$ cat config.mk
export PLATFORM = sky130hd
export DESIGN_NAME = trace_duel_controller
export DESIGN_NICKNAME = d
export VERILOG_FILES = /design/src/rtl/trace_duel_controller.sv
export SDC_FILE = /design/constraint.sdc
export NUM_CORES = 1
export LEC_CHECK = 0
export CAP_MARGIN = 25
export CORE_MARGIN = 2
export CORE_UTILIZATION = 51
export CTS_CLUSTER_DIAMETER = 50
export CTS_CLUSTER_SIZE = 24
export DETAILED_ROUTE_END_ITERATION = 16
export PLACE_DENSITY = 0.8
export SETUP_SLACK_MARGIN = 0.3
export SYNTH_ARGS = -nofsm -noshare
export SYNTH_HDL_FRONTEND = slang
export SYNTH_SLANG_ARGS = --single-unit
$ cat constraint.sdc
create_clock -name clk -period 3.5 [get_ports clk]
set_input_delay 0.35 -clock clk [delete_from_list [all_inputs] [get_ports clk]]
set_output_delay 0.35 -clock clk [all_outputs]
set_load 0.1 [all_outputs]
$ cat src/rtl/trace_duel_controller.sv
// Round sequencer for the wand-trace game: walks the pattern ROM, arbitrates
// round wins between two players, tracks scores and per-round timeouts.
module trace_duel_controller #(
   parameter int unsigned NUM_ROUNDS     = 20,
   parameter int unsigned TIMEOUT_CYCLES = 50_000_000
) (
   input  logic        clk,
   input  logic        reset,
   input  logic        start,
   input  logic        two_player_mode,
   input  logic [15:0] p1_traced,
   input  logic [15:0] p2_traced,
   input  logic [15:0] pattern,
   output logic [5:0]  pattern_idx,
   output logic        trace_screen_on,
   output logic [5:0]  p1_score,
   output logic [5:0]  p2_score,
   output logic        round_done,
   output logic [1:0]  round_winner,
   output logic        timeout,
   output logic        game_over,
   output logic [1:0]  winner
);

   localparam int unsigned IDX_W   = 6;
   localparam int unsigned SCORE_W = 6;
   localparam int unsigned TIMER_W = $clog2(TIMEOUT_CYCLES);

   localparam logic [IDX_W-1:0]   LAST_IDX   = IDX_W'(NUM_ROUNDS - 1);
   localparam logic [TIMER_W-1:0] TIMER_LAST = TIMER_W'(TIMEOUT_CYCLES - 1);

   typedef enum logic [2:0] {
      S_IDLE,
      S_LOAD,
      S_PLAY,
      S_RELEASE,
      S_DONE
   } state_t;

   state_t               state_q, state_d;
   logic [TIMER_W-1:0]   timer_q, timer_d;
   logic [IDX_W-1:0]     idx_q, idx_d;
   logic [SCORE_W-1:0]   p1_score_q, p1_score_d;
   logic [SCORE_W-1:0]   p2_score_q, p2_score_d;
   logic [1:0]           round_winner_q, round_winner_d;
   logic                 round_done_q, round_done_d;
   logic                 timeout_q, timeout_d;
   logic                 screen_q, screen_d;
   logic                 game_over_q, game_over_d;
   logic [1:0]           winner_q, winner_d;
   logic                 prio_p2_q, prio_p2_d;

   logic m1, m2, p2_wins, released;

   assign m1       = ((p1_traced & pattern) == pattern);
   assign m2       = two_player_mode && ((p2_traced & pattern) == pattern);
   // On a tie the priority holder wins; otherwise whoever matched alone.
   assign p2_wins  = m2 && (!m1 || prio_p2_q);
   assign released = (p1_traced == 16'h0000) &&
                     ((p2_traced == 16'h0000) || !two_player_mode);

   // Next-state and next-output logic
   always_comb begin
      state_d        = state_q;
      timer_d        = timer_q;
      idx_d          = idx_q;
      p1_score_d     = p1_score_q;
      p2_score_d     = p2_score_q;
      round_winner_d = round_winner_q;
      round_done_d   = 1'b0;
      timeout_d      = 1'b0;
      prio_p2_d      = prio_p2_q;

      unique case (state_q)
         S_IDLE, S_DONE: begin
            if (start) begin
               p1_score_d     = '0;
               p2_score_d     = '0;
               round_winner_d = 2'b00;
               idx_d          = '0;
               state_d        = S_LOAD;
            end
         end
         S_LOAD: begin
            timer_d = '0;
            state_d = S_PLAY;
         end
         S_PLAY: begin
            if (m1 || m2) begin
               if (m1 && m2) prio_p2_d = !prio_p2_q;
               if (p2_wins) begin
                  p2_score_d     = p2_score_q + SCORE_W'(1);
                  round_winner_d = 2'b10;
               end else begin
                  p1_score_d     = p1_score_q + SCORE_W'(1);
                  round_winner_d = 2'b01;
               end
               round_done_d = 1'b1;
               state_d      = S_RELEASE;
            end else if (timer_q == TIMER_LAST) begin
               timeout_d      = 1'b1;
               round_winner_d = 2'b00;
               if (idx_q == LAST_IDX) begin
                  state_d = S_DONE;
               end else begin
                  idx_d   = idx_q + IDX_W'(1);
                  state_d = S_LOAD;
               end
            end else begin
               timer_d = timer_q + TIMER_W'(1);
            end
         end
         S_RELEASE: begin
            if (released) begin
               if (idx_q == LAST_IDX) begin
                  state_d = S_DONE;
               end else begin
                  idx_d   = idx_q + IDX_W'(1);
                  state_d = S_LOAD;
               end
            end
         end
         default: state_d = S_IDLE;
      endcase

      screen_d    = (state_d == S_PLAY);
      game_over_d = (state_d == S_DONE);
      winner_d    = 2'b00;
      if (game_over_d) begin
         if (p1_score_d > p2_score_d)      winner_d = 2'b01;
         else if (p2_score_d > p1_score_d) winner_d = 2'b10;
         else                              winner_d = 2'b11;
      end
   end

   // State and output registers
   always_ff @(posedge clk) begin
      if (reset) begin
         state_q        <= S_IDLE;
         timer_q        <= '0;
         idx_q          <= '0;
         p1_score_q     <= '0;
         p2_score_q     <= '0;
         round_winner_q <= 2'b00;
         round_done_q   <= 1'b0;
         timeout_q      <= 1'b0;
         screen_q       <= 1'b0;
         game_over_q    <= 1'b0;
         winner_q       <= 2'b00;
         prio_p2_q      <= 1'b0;
      end else begin
         state_q        <= state_d;
         timer_q        <= timer_d;
         idx_q          <= idx_d;
         p1_score_q     <= p1_score_d;
         p2_score_q     <= p2_score_d;
         round_winner_q <= round_winner_d;
         round_done_q   <= round_done_d;
         timeout_q      <= timeout_d;
         screen_q       <= screen_d;
         game_over_q    <= game_over_d;
         winner_q       <= winner_d;
         prio_p2_q      <= prio_p2_d;
      end
   end

   assign pattern_idx     = idx_q;
   assign trace_screen_on = screen_q;
   assign p1_score        = p1_score_q;
   assign p2_score        = p2_score_q;
   assign round_done      = round_done_q;
   assign round_winner    = round_winner_q;
   assign timeout         = timeout_q;
   assign game_over       = game_over_q;
   assign winner          = winner_q;

endmodule

### Wire density map, run 1

18 x 18 tiles, from black (low) to pale yellow (high), scaled to the fullest tile. Values are wire area over tile area, all layers added.
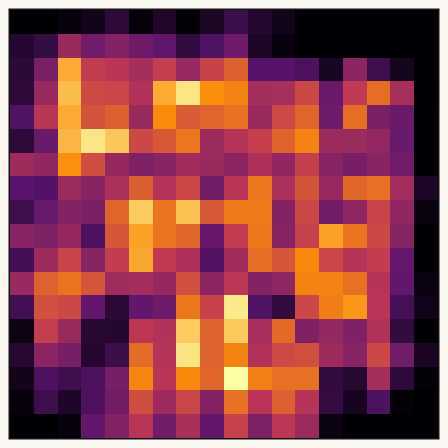
nearly empty tiles = 11%
emptiest ninth of the die = top right
fullest tile = 0.55
routed length per instance: 16.88 um
via count: 3859
GRT Total Usage: 27.87%
Total Wirelength: 10580 um

### Sequential cells coloured by netlist name, run 1

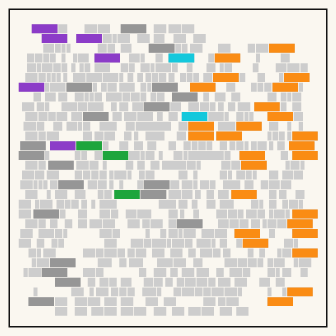
state_q -> green  # flops 3
round_winner -> cyan  # flops 2
p1_score -> purple  # flops 6, where top left
timer_q -> orange  # flops 26
register area: 0.001121 mm2
Seq area share: 23.99%
final core utilization: 68.41%

### Signal wires on met3, run 1

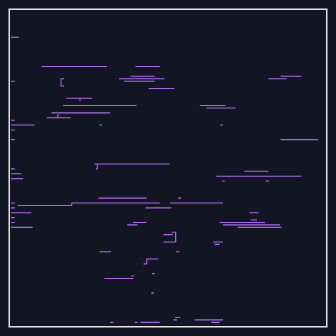
share of all routed wire = 3.8%
wire length on this layer = 404 um
longest straight run = 24.4 um
main direction = horizontal
nets with wire on the layer = 49
met3 Use GR: 3.918%

==> run 1: routing by layer <==
metal	vias to the layer above	track usage, %	routed length (um)
met1	1847	35.42	4638
met5	-	0	0
met4	0	10.47	280
met3	25	3.918	404
met2	103	47.98	5258
li1	1884	-	-
==> run 1: sequential cells by signal, indices dropped and copies added, names as in the netlist <==
signal,cells
trace_screen_on,1
round_done,1
p1_score,6
state_q,3
winner,2
round_winner,2
pattern_idx,6
timeout,1
prio_p2_q,1
game_over,1
timer_q,26
p2_score,6
==> run 1: area by class of cell <==
type                       instances  area, um2  share of cell area (%)
clock inverter                     3      22.52                  0.4819
multi-input combinational        357       2375                   50.82
sequential                        56       1121                   23.99
tap                               96      120.1                   2.570
clock buffer                       5      68.82                   1.473
inverter                          14      52.55                   1.124
timing repair buffer              96      913.4                   19.54
==> run 1: critical path, cell delays in order <==
cell             delay (ns)
clkdlybuf4s50_1        0.50
nand2b_1               0.14
o2111ai_1              0.18
or4_4                  0.52
a2111oi_4              0.37
a21oi_1                0.13
a31oi_1                0.16
ha_1                   0.27
a21o_1                 0.17
a21o_1                 0.18
a211oi_2               0.24
o21a_1                 0.15
==> run 1: kinds of logic (layout without fill, tap and decap cells) <==
group	count (synthesis)	after routing
AOI/OAI and AO/OA	119	119
xor gates and xnor gates	3	3
adders and majority gates	10	10
buffers and inverters	38	118
DFF	56	56
muxes	11	11
and+or+nand+nor	214	214
==> run 1: per-stage QoR <==
| step | instances | power [mW] |
|---|---|---|
| floorplan | 451 | 0.7880 |
| global placement | 619 | 0.8959 |
| detailed placement | 619 | 0.9002 |
| CTS | 627 | 1.265 |
| global route | 627 | 1.312 |
| finish | 627 | 1.262 |
==> flow_metrics.env, run 1 <==
# physical design summary
export IMPL_yosysTopAreaCell="dfxtp_1"
export IMPL_switching_share_pct=29.37
export IMPL_cts_root_buf="clkbuf_8"
export IMPL_yosysUniqueCellTypes=55
export IMPL_ir_worst_vdd_mv=0.2097
export IMPL_ys_cells=451
export IMPL_floorplan_core_util_pct=52.95
export IMPL_postCtsSetupBuffers=0
export IMPL_pg_comb_uw=236
export IMPL_grt_pass1_vias=3550
export IMPL_end_kind="register"
export IMPL_period_used_pct=88.22
export IMPL_dpl_worst_slack_ns=-0.1137
export IMPL_crit_end="winner[0]$_SDFF_PP0_"
export IMPL_ys_sh_simple_pct=33.10
export IMPL_seq_power_uw=654
export IMPL_status="finished, final reports clean"
export IMPL_std_cell_rows=30
export IMPL_fillerInstances=573
export IMPL_top_area_share_pct=30.99
export IMPL_yosysSeqAreaShare_pct=30.99
export IMPL_worstPathRequired_ns=3.78
export IMPL_area_growth_pct=29.19
export IMPL_cts_sinks=56
export IMPL_aoi_share_pct=24.49
export IMPL_fin_tns_setup_ns=0
export IMPL_reg2reg_to="winner[0]$_SDFF_PP0_"
export IMPL_final_area_mm2=0.004673
export IMPL_slew_violations=0
export IMPL_crit_fanout=5
export IMPL_syn_area_mm2=0.003617
export IMPL_min_path_type="register to register"
export IMPL_fp_coreArea_mm2=0.006832
export IMPL_die_h_um=88.22
export IMPL_drc_errors=0
### Cell placement, run 1

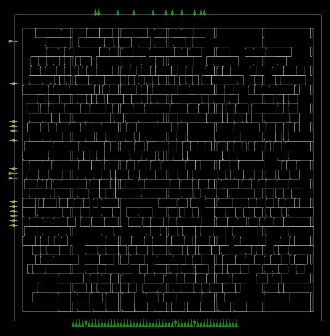

==> run 2, diff against run 1 <==
--- a/config.mk
+++ b/config.mk
@@ -12,7 +12,7 @@
 export CTS_CLUSTER_SIZE = 24
 export DETAILED_ROUTE_END_ITERATION = 16
 export PLACE_DENSITY = 0.8
-export SETUP_SLACK_MARGIN = 0.3
+export SETUP_SLACK_MARGIN = 0.2
 export SYNTH_ARGS = -nofsm -noshare
 export SYNTH_HDL_FRONTEND = slang
 export SYNTH_SLANG_ARGS = --single-unit
### Cell placement, run 2

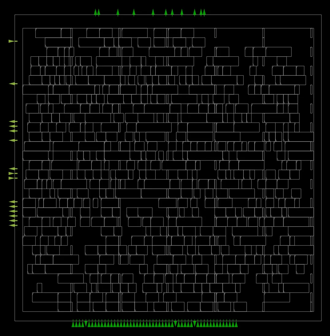
Seq cells: 56
TAP cells: 96

### Signal wires on met3, run 2

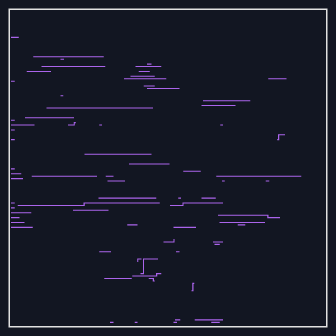
longest straight run = 29.4 um
wire length on this layer = 457 um
main direction = horizontal
share of all routed wire = 4.3%
nets with wire on the layer = 58
via count: 3908
Total Wirelength: 10630 um

### Wire density map, run 2

18 x 18 tiles, from black (low) to pale yellow (high), scaled to the fullest tile. Values are wire area over tile area, all layers added.
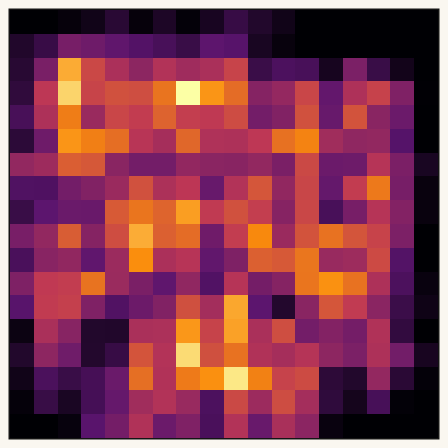
emptiest ninth of the die = top right
tiles over half the peak = 28%
densest ninth of the die = bottom middle
GRT Total Usage: 27.83%
routed length per instance: 16.96 um

==> run 2 against run 1 <==
Effect of this change:
- clock skew fell by 0.00093 ns
- first-iteration DRC count up 24%
- critical path depth unchanged
- fmax fell by 2.8%
- final cell count is the same
- combinational power is essentially flat
- die size stayed put
- worst hold slack improved by 0.0015 ns
- wire length up 0.49%
- utilization shrank 0.073 points
- sequential cell count unchanged
- largest cell class unchanged
==> flow_metrics.env, run 2 <==
# physical design summary
export IMPL_status="finished, final reports clean"
export IMPL_dpl_worst_slack_ns=-0.1137
export IMPL_clock_insertion_delay_worst_skew_ns=0.32
export IMPL_die_h_um=88.22
export IMPL_ys_cells=451
export IMPL_largest_reg_flops=26
export IMPL_finish_utilization_pct=68.33
export IMPL_aoi_share_pct=24.49
export IMPL_grt_pass1_vias=3550
export IMPL_fin_tns_setup_ns=0
export IMPL_crit_fanout=5
export IMPL_edf_count=0
export IMPL_postCtsSetupBuffers=0
export IMPL_dp_cells=619
export IMPL_reg2reg_to="winner[0]$_SDFF_PP0_"
export IMPL_syn_area_mm2=0.003617
export IMPL_place_gp_congestion=0.9745
export IMPL_drc_errors=0
export IMPL_area_growth_pct=29.06
export IMPL_top_area_share_pct=30.99
export IMPL_floorplan_core_util_pct=52.95
export IMPL_regMostFlops="timer_q"
export IMPL_p_leak_nw=1.633
export IMPL_ir_worst_vdd_mv=0.2114
export IMPL_final_area_mm2=0.004668
export IMPL_cts_root_buf="clkbuf_8"
export IMPL_end_kind="register"
export IMPL_p_total_mw=1.264
export IMPL_yosysUniqueCellTypes=55
export IMPL_finalNonFillerCells=627
export IMPL_cts_sinks=56
export IMPL_cts_buffers=5
export IMPL_portBuffers=77
export IMPL_std_cell_rows=30
export IMPL_yosysTopAreaCell="dfxtp_1"
export IMPL_ys_sh_simple_pct=33.10
export IMPL_fp_coreArea_mm2=0.006832
export IMPL_yosysChipArea_mm2=0.003617
export IMPL_worstPathRequired_ns=3.78
export IMPL_period_used_pct=90.75
export IMPL_ys_sh_mux_pct=3.044
export IMPL_fillerInstances=573
run 2: cell types whose count changed in the layout (fill, tap and decap cells not counted):
cell / previous run / this run
a211oi_1: 6 / 7
a211oi_2: 2 / 1
run 2: worst max-delay path by stage:
stage                                start  slack [ns]              endpoint
CTS                           p2_traced[1]        0.21  winner[0]$_SDFF_PP0_
finish                        p2_traced[1]        0.32  winner[0]$_SDFF_PP0_
global placement              p2_traced[1]       -0.02  winner[0]$_SDFF_PP0_
global route                  p2_traced[7]        0.21  winner[0]$_SDFF_PP0_
floorplan           p2_score[0]$_SDFF_PP0_        0.42  winner[0]$_SDFF_PP0_
detailed placement            p2_traced[7]       -0.11  winner[0]$_SDFF_PP0_
run 2: critical path, stage by stage:
cell and delay [ns]:
clkdlybuf4s50_1 0.49, or2b_1 0.11, o2111ai_1 0.14, or4_4 0.63
a2111oi_4 0.37, a21oi_1 0.13, a31oi_1 0.16, ha_1 0.26
a21o_1 0.16, a21o_1 0.17, a211oi_1 0.30, o21a_1 0.17
run 2: routing by layer:
layer / wire (um) / track usage, % / up-vias
met5: 0 / 0 / -
met4: 272 / 10.47 / 0
met3: 456 / 3.918 / 23
met2: 5299 / 47.85 / 114
met1: 4605 / 35.42 / 1881
li1: - / - / 1890
run 2: cell type report:
class,instances,area (um2),share of cell area (%)
Tap cell,96,120.1,2.573
Inverter,14,52.55,1.126
Timing Repair Buffer,96,913.4,19.57
Sequential cell,56,1121,24.02
Clock inverter,3,22.52,0.4824
Multi-Input combinational cell,357,2370,50.76
Clock buffer,5,68.82,1.474
run 2: where the power goes:
| part | switching [mW] | internal, mW |
|---|---|---|
| clock | 0.229 | 0.144 |
| sequential | 0.0114 | 0.642 |
| combinational | 0.132 | 0.105 |
No activity file was given, so power comes from the tool's default toggle rates.
